==> images/met1.png <==
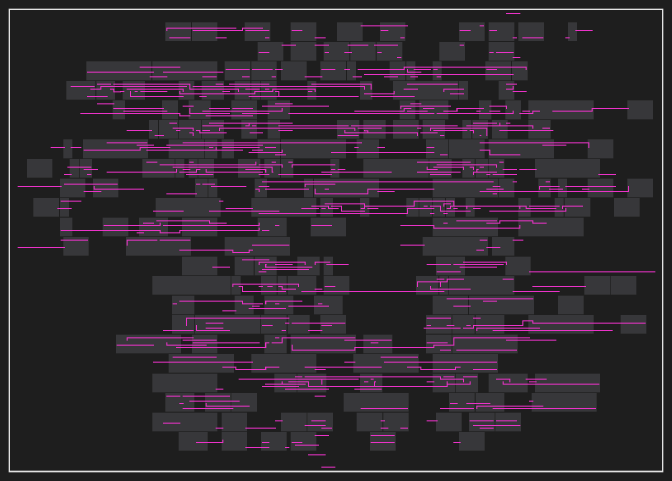
==> images/met2.png <==
Scale bar: 20 um.
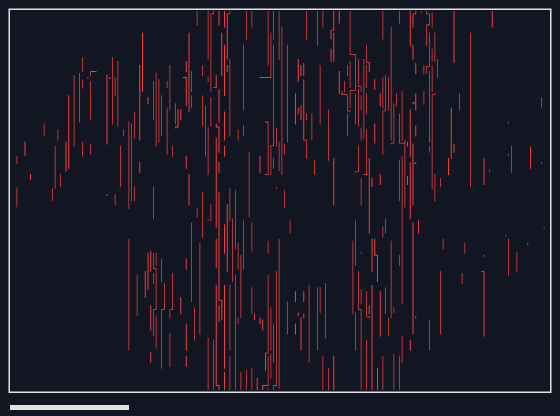
==> images/met3.png <==
Scale bar: 20 um.
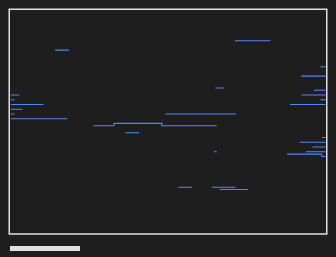
==> images/wire_density.png <==
Scale bar: 20 um. 18 x 13 tiles, from dark purple (low) to yellow (high), scaled to the fullest tile. Values are wire area over tile area, all layers added.
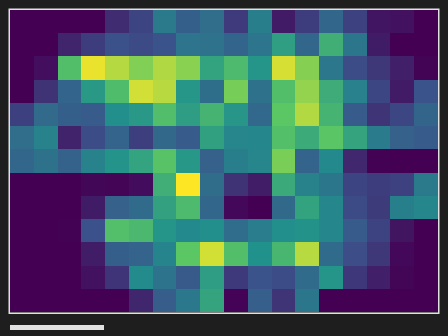
[config.mk]
export PLATFORM = sky130hd
export DESIGN_NAME = fetch_stage
export DESIGN_NICKNAME = d
export VERILOG_FILES = /design/src/rtl/cpu_pkg.sv /design/src/rtl/if_id_reg.sv /design/src/rtl/fetch_stage.sv
export SDC_FILE = /design/constraint.sdc
export NUM_CORES = 1
export LEC_CHECK = 0
export CAP_MARGIN = 40
export CORE_ASPECT_RATIO = 0.7
export CORE_UTILIZATION = 30
export CTS_BUF_LIST = sky130_fd_sc_hd__clkbuf_4 sky130_fd_sc_hd__clkbuf_8
export CTS_CLUSTER_DIAMETER = 120
export DETAILED_ROUTE_END_ITERATION = 8
export GPL_TIMING_DRIVEN = 0
export PLACE_DENSITY = 0.56
export RECOVER_POWER = 50
export SYNTH_ARGS = -nofsm -noshare
export SYNTH_HDL_FRONTEND = slang
export SYNTH_SLANG_ARGS = --single-unit
[constraint.sdc]
create_clock -name clk -period 2.55 [get_ports clk]
set_input_delay 0.51 -clock clk [delete_from_list [all_inputs] [get_ports clk]]
set_output_delay 0.51 -clock clk [all_outputs]
set_load 0.03 [all_outputs]
[src/rtl/cpu_pkg.sv]
// Shared definitions for the 8-bit pipelined core: widths, opcode classes
// and the fetch FSM state encoding.
package cpu_pkg;

  localparam int ADDR_W = 8;
  localparam int DATA_W = 8;

  localparam logic [3:0] OP_NOP   = 4'h0;
  localparam logic [3:0] OP_2BYTE = 4'hC;

  typedef enum logic [0:0] {
    FS_BOOT = 1'b0,
    FS_RUN  = 1'b1
  } fetch_state_e;

  // True when the opcode byte is followed by an immediate byte.
  function automatic logic is_2byte_op(input logic [DATA_W-1:0] op);
    return op[7:4] == OP_2BYTE;
  endfunction

endpackage

[src/rtl/if_id_reg.sv]
// IF/ID pipeline register. Priority: flush, then immediate capture for a
// pending 2-byte instruction, then load of a new opcode byte, else hold.
module if_id_reg
  import cpu_pkg::*;
(
  input  logic              clk,
  input  logic              rst_n,
  input  logic              flush,
  input  logic              load,
  input  logic [DATA_W-1:0] fetch_byte,
  input  logic [ADDR_W-1:0] fetch_pc_plus1,
  output logic [DATA_W-1:0] instr_D,
  output logic [DATA_W-1:0] imm_D,
  output logic [ADDR_W-1:0] pc_plus1_D,
  output logic              valid_D,
  output logic              is_2byte_D
);

  logic [DATA_W-1:0] instr_reg;
  logic [DATA_W-1:0] imm_reg;
  logic [ADDR_W-1:0] pc_plus1_reg;
  logic              valid_reg;
  logic              imm_have_reg;

  // Decode is waiting on the immediate byte of a 2-byte opcode.
  assign is_2byte_D = valid_reg & is_2byte_op(instr_reg) & ~imm_have_reg;

  // Register update with flush > capture > load > hold priority.
  always_ff @(posedge clk or negedge rst_n) begin
    if (!rst_n) begin
      instr_reg    <= '0;
      imm_reg      <= '0;
      pc_plus1_reg <= '0;
      valid_reg    <= 1'b0;
      imm_have_reg <= 1'b0;
    end else if (flush) begin
      instr_reg    <= {OP_NOP, 4'h0};
      valid_reg    <= 1'b0;
      imm_have_reg <= 1'b0;
    end else if (is_2byte_D) begin
      imm_reg      <= fetch_byte;
      imm_have_reg <= 1'b1;
    end else if (load) begin
      instr_reg    <= fetch_byte;
      pc_plus1_reg <= fetch_pc_plus1;
      valid_reg    <= 1'b1;
      imm_have_reg <= 1'b0;
    end
  end

  assign instr_D    = instr_reg;
  assign imm_D      = imm_reg;
  assign pc_plus1_D = pc_plus1_reg;
  assign valid_D    = valid_reg;

endmodule

[src/rtl/fetch_stage.sv]
// Instruction fetch stage: PC, next-PC mux, optional boot-vector FSM and the
// IF/ID register. Define FETCH_BOOT_VECTOR_EN to load the initial PC from
// instruction memory address 8'h00 during a one-cycle BOOT state.
module fetch_stage
  import cpu_pkg::*;
#(
  parameter logic [7:0] RESET_PC = 8'h00
) (
  input  logic              clk,
  input  logic              rst_n,
  output logic [ADDR_W-1:0] imem_addr,
  input  logic [DATA_W-1:0] imem_data,
  input  logic              stall_F,
  input  logic              stall_D,
  input  logic              flush_D,
  input  logic              branch_taken_E,
  input  logic [ADDR_W-1:0] branch_target_E,
  input  logic              ret_valid_M,
  input  logic [ADDR_W-1:0] ret_pc_M,
  output logic [DATA_W-1:0] instr_D,
  output logic [DATA_W-1:0] imm_D,
  output logic [ADDR_W-1:0] pc_plus1_D,
  output logic              valid_D,
  output logic              is_2byte_D
);

`ifdef FETCH_BOOT_VECTOR_EN
  localparam fetch_state_e RESET_STATE = FS_BOOT;
`else
  localparam fetch_state_e RESET_STATE = FS_RUN;
`endif

  fetch_state_e      state_reg, state_next;
  logic [ADDR_W-1:0] pc_reg, pc_next;
  logic [ADDR_W-1:0] pc_plus1;
  logic              run;
  logic              redirect;

  assign run       = (state_reg == FS_RUN);
  assign pc_plus1  = pc_reg + 8'd1;
  assign redirect  = ret_valid_M | branch_taken_E;
  assign imem_addr = run ? pc_reg : '0;

  // Next-PC mux: boot vector, then RET > branch > immediate capture > freeze > advance.
  always_comb begin
    state_next = state_reg;
    pc_next    = pc_reg;
    if (!run) begin
`ifdef FETCH_BOOT_VECTOR_EN
      pc_next    = imem_data;
`endif
      state_next = FS_RUN;
    end else if (ret_valid_M) begin
      pc_next = ret_pc_M;
    end else if (branch_taken_E) begin
      pc_next = branch_target_E;
    end else if (is_2byte_D || stall_F) begin
      pc_next = pc_plus1;
    end
  end

  // PC and FSM state registers.
  always_ff @(posedge clk or negedge rst_n) begin
    if (!rst_n) begin
`ifdef FETCH_BOOT_VECTOR_EN
      pc_reg    <= '0;
`else
      pc_reg    <= RESET_PC;
`endif
      state_reg <= RESET_STATE;
    end else begin
      pc_reg    <= pc_next;
      state_reg <= state_next;
    end
  end

  // Redirect and hazard controls are ignored while booting.
  if_id_reg u_if_id_reg (
    .clk            (clk),
    .rst_n          (rst_n),
    .flush          (run & (flush_D | redirect)),
    .load           (run & stall_D),
    .fetch_byte     (imem_data),
    .fetch_pc_plus1 (pc_plus1),
    .instr_D        (instr_D),
    .imm_D          (imm_D),
    .pc_plus1_D     (pc_plus1_D),
    .valid_D        (valid_D),
    .is_2byte_D     (is_2byte_D)
  );

endmodule

==> flow_summary.ini <==
; implementation run metrics
[worst_hold_path]
min_path_type = flop to flop
min_from = u_if_id_reg.pc_plus1_D[6]
holdPathStages = 2

[global_routing]
grt_pass1_vias = 1394
antenna_found_initial = 0
grt_use_met1_pct = 21.5
met2_usage_pct = 21.9
top_usage_layer = met2

[finish]
n_antenna_cell = 0
ff_latch_area_um2 = 851
layout_top_cells = 54 x clkdlybuf4s50_1, 34 x dfrtp_1, 15 x nand2_1
layout.nonclk_buf_share_pct = 26.9
clock_area_share_pct = 4.63
dominant_cells = sequential cells
logic_area_um2 = 702
layout.cells.most_common = clkdlybuf4s50_1
buffers = 69
utilization_pct = 46.0

[job]
cap_violations = 1

[setup_path]
rrSetupSlack_ns = 0.63
worst-path-buf-inv = 2
worstPathRequired_ns = 2.04
crit_family = simple AND/OR/NAND/NOR gates
criticalPathCategory = flop to primary output

[status]
violations = capacitance limit, slew limit
status = finished with violations

[clock_network]
clock_latency_ns = 0.28
cts_tree = built
ctsHoldBuffers = 0
cts-resized-gates = 1

[detailed_routing]
avgRoutedWirePerCell_um = 14.4
drt_first_pass_iters = 4
ant_nets = 0
wl_met1_um = 2050
top_layer_used = met4
met3_length_um = 181
viasPerCell = 4.80
drc = 0

[pwr]
largestPowerGroup = registers
p_seq_share_pct = 42.0
power.density_nw_per_um2 = 625
power_frac_clock_pct = 32.5
p_leak_nw = 1.06
power_frac_comb_pct = 25.5

[synthesis]
yosys_most_used_dff = dfrtp_1
largest_area_cell = dfrtp_1
yosysSeqAreaShare_pct = 51.2
yosysUniqueCellTypes = 42
mux_share_pct = 9.87
ys_async_sr_fraction_pct = 100
yosysChipArea_um2 = 1660

[final_timing]
holdWs_ns = 0.482
post-route-period-util_pct = 92.0
hold_viol_final = 0
worst_slack_ns = 0.204
maxSlewViolCount = 35

[floorplanning]
dieWidth_um = 90.9
coreArea_um2 = 5290
fp-utilization_pct = 31.4
die-area_um2 = 5840

[placement]
port_buffers = 63
dp_hpwl_um = 3220
About met1.png:
wire length on this layer: 2050 um
longest straight run: 32.2 um
share of all routed wire: 50%

About met2.png:
share of all routed wire: 45%
main direction: vertical
wire length on this layer: 1830 um
longest straight run: 25.8 um
nets with wire on the layer: 220

About met3.png:
longest straight run: 20.0 um
main direction: horizontal
wire length on this layer: 182 um

About wire_density.png:
fullest tile: 0.34
tiles over half the peak: 25%
emptiest ninth of the die: bottom left
mean over tiles: 0.11

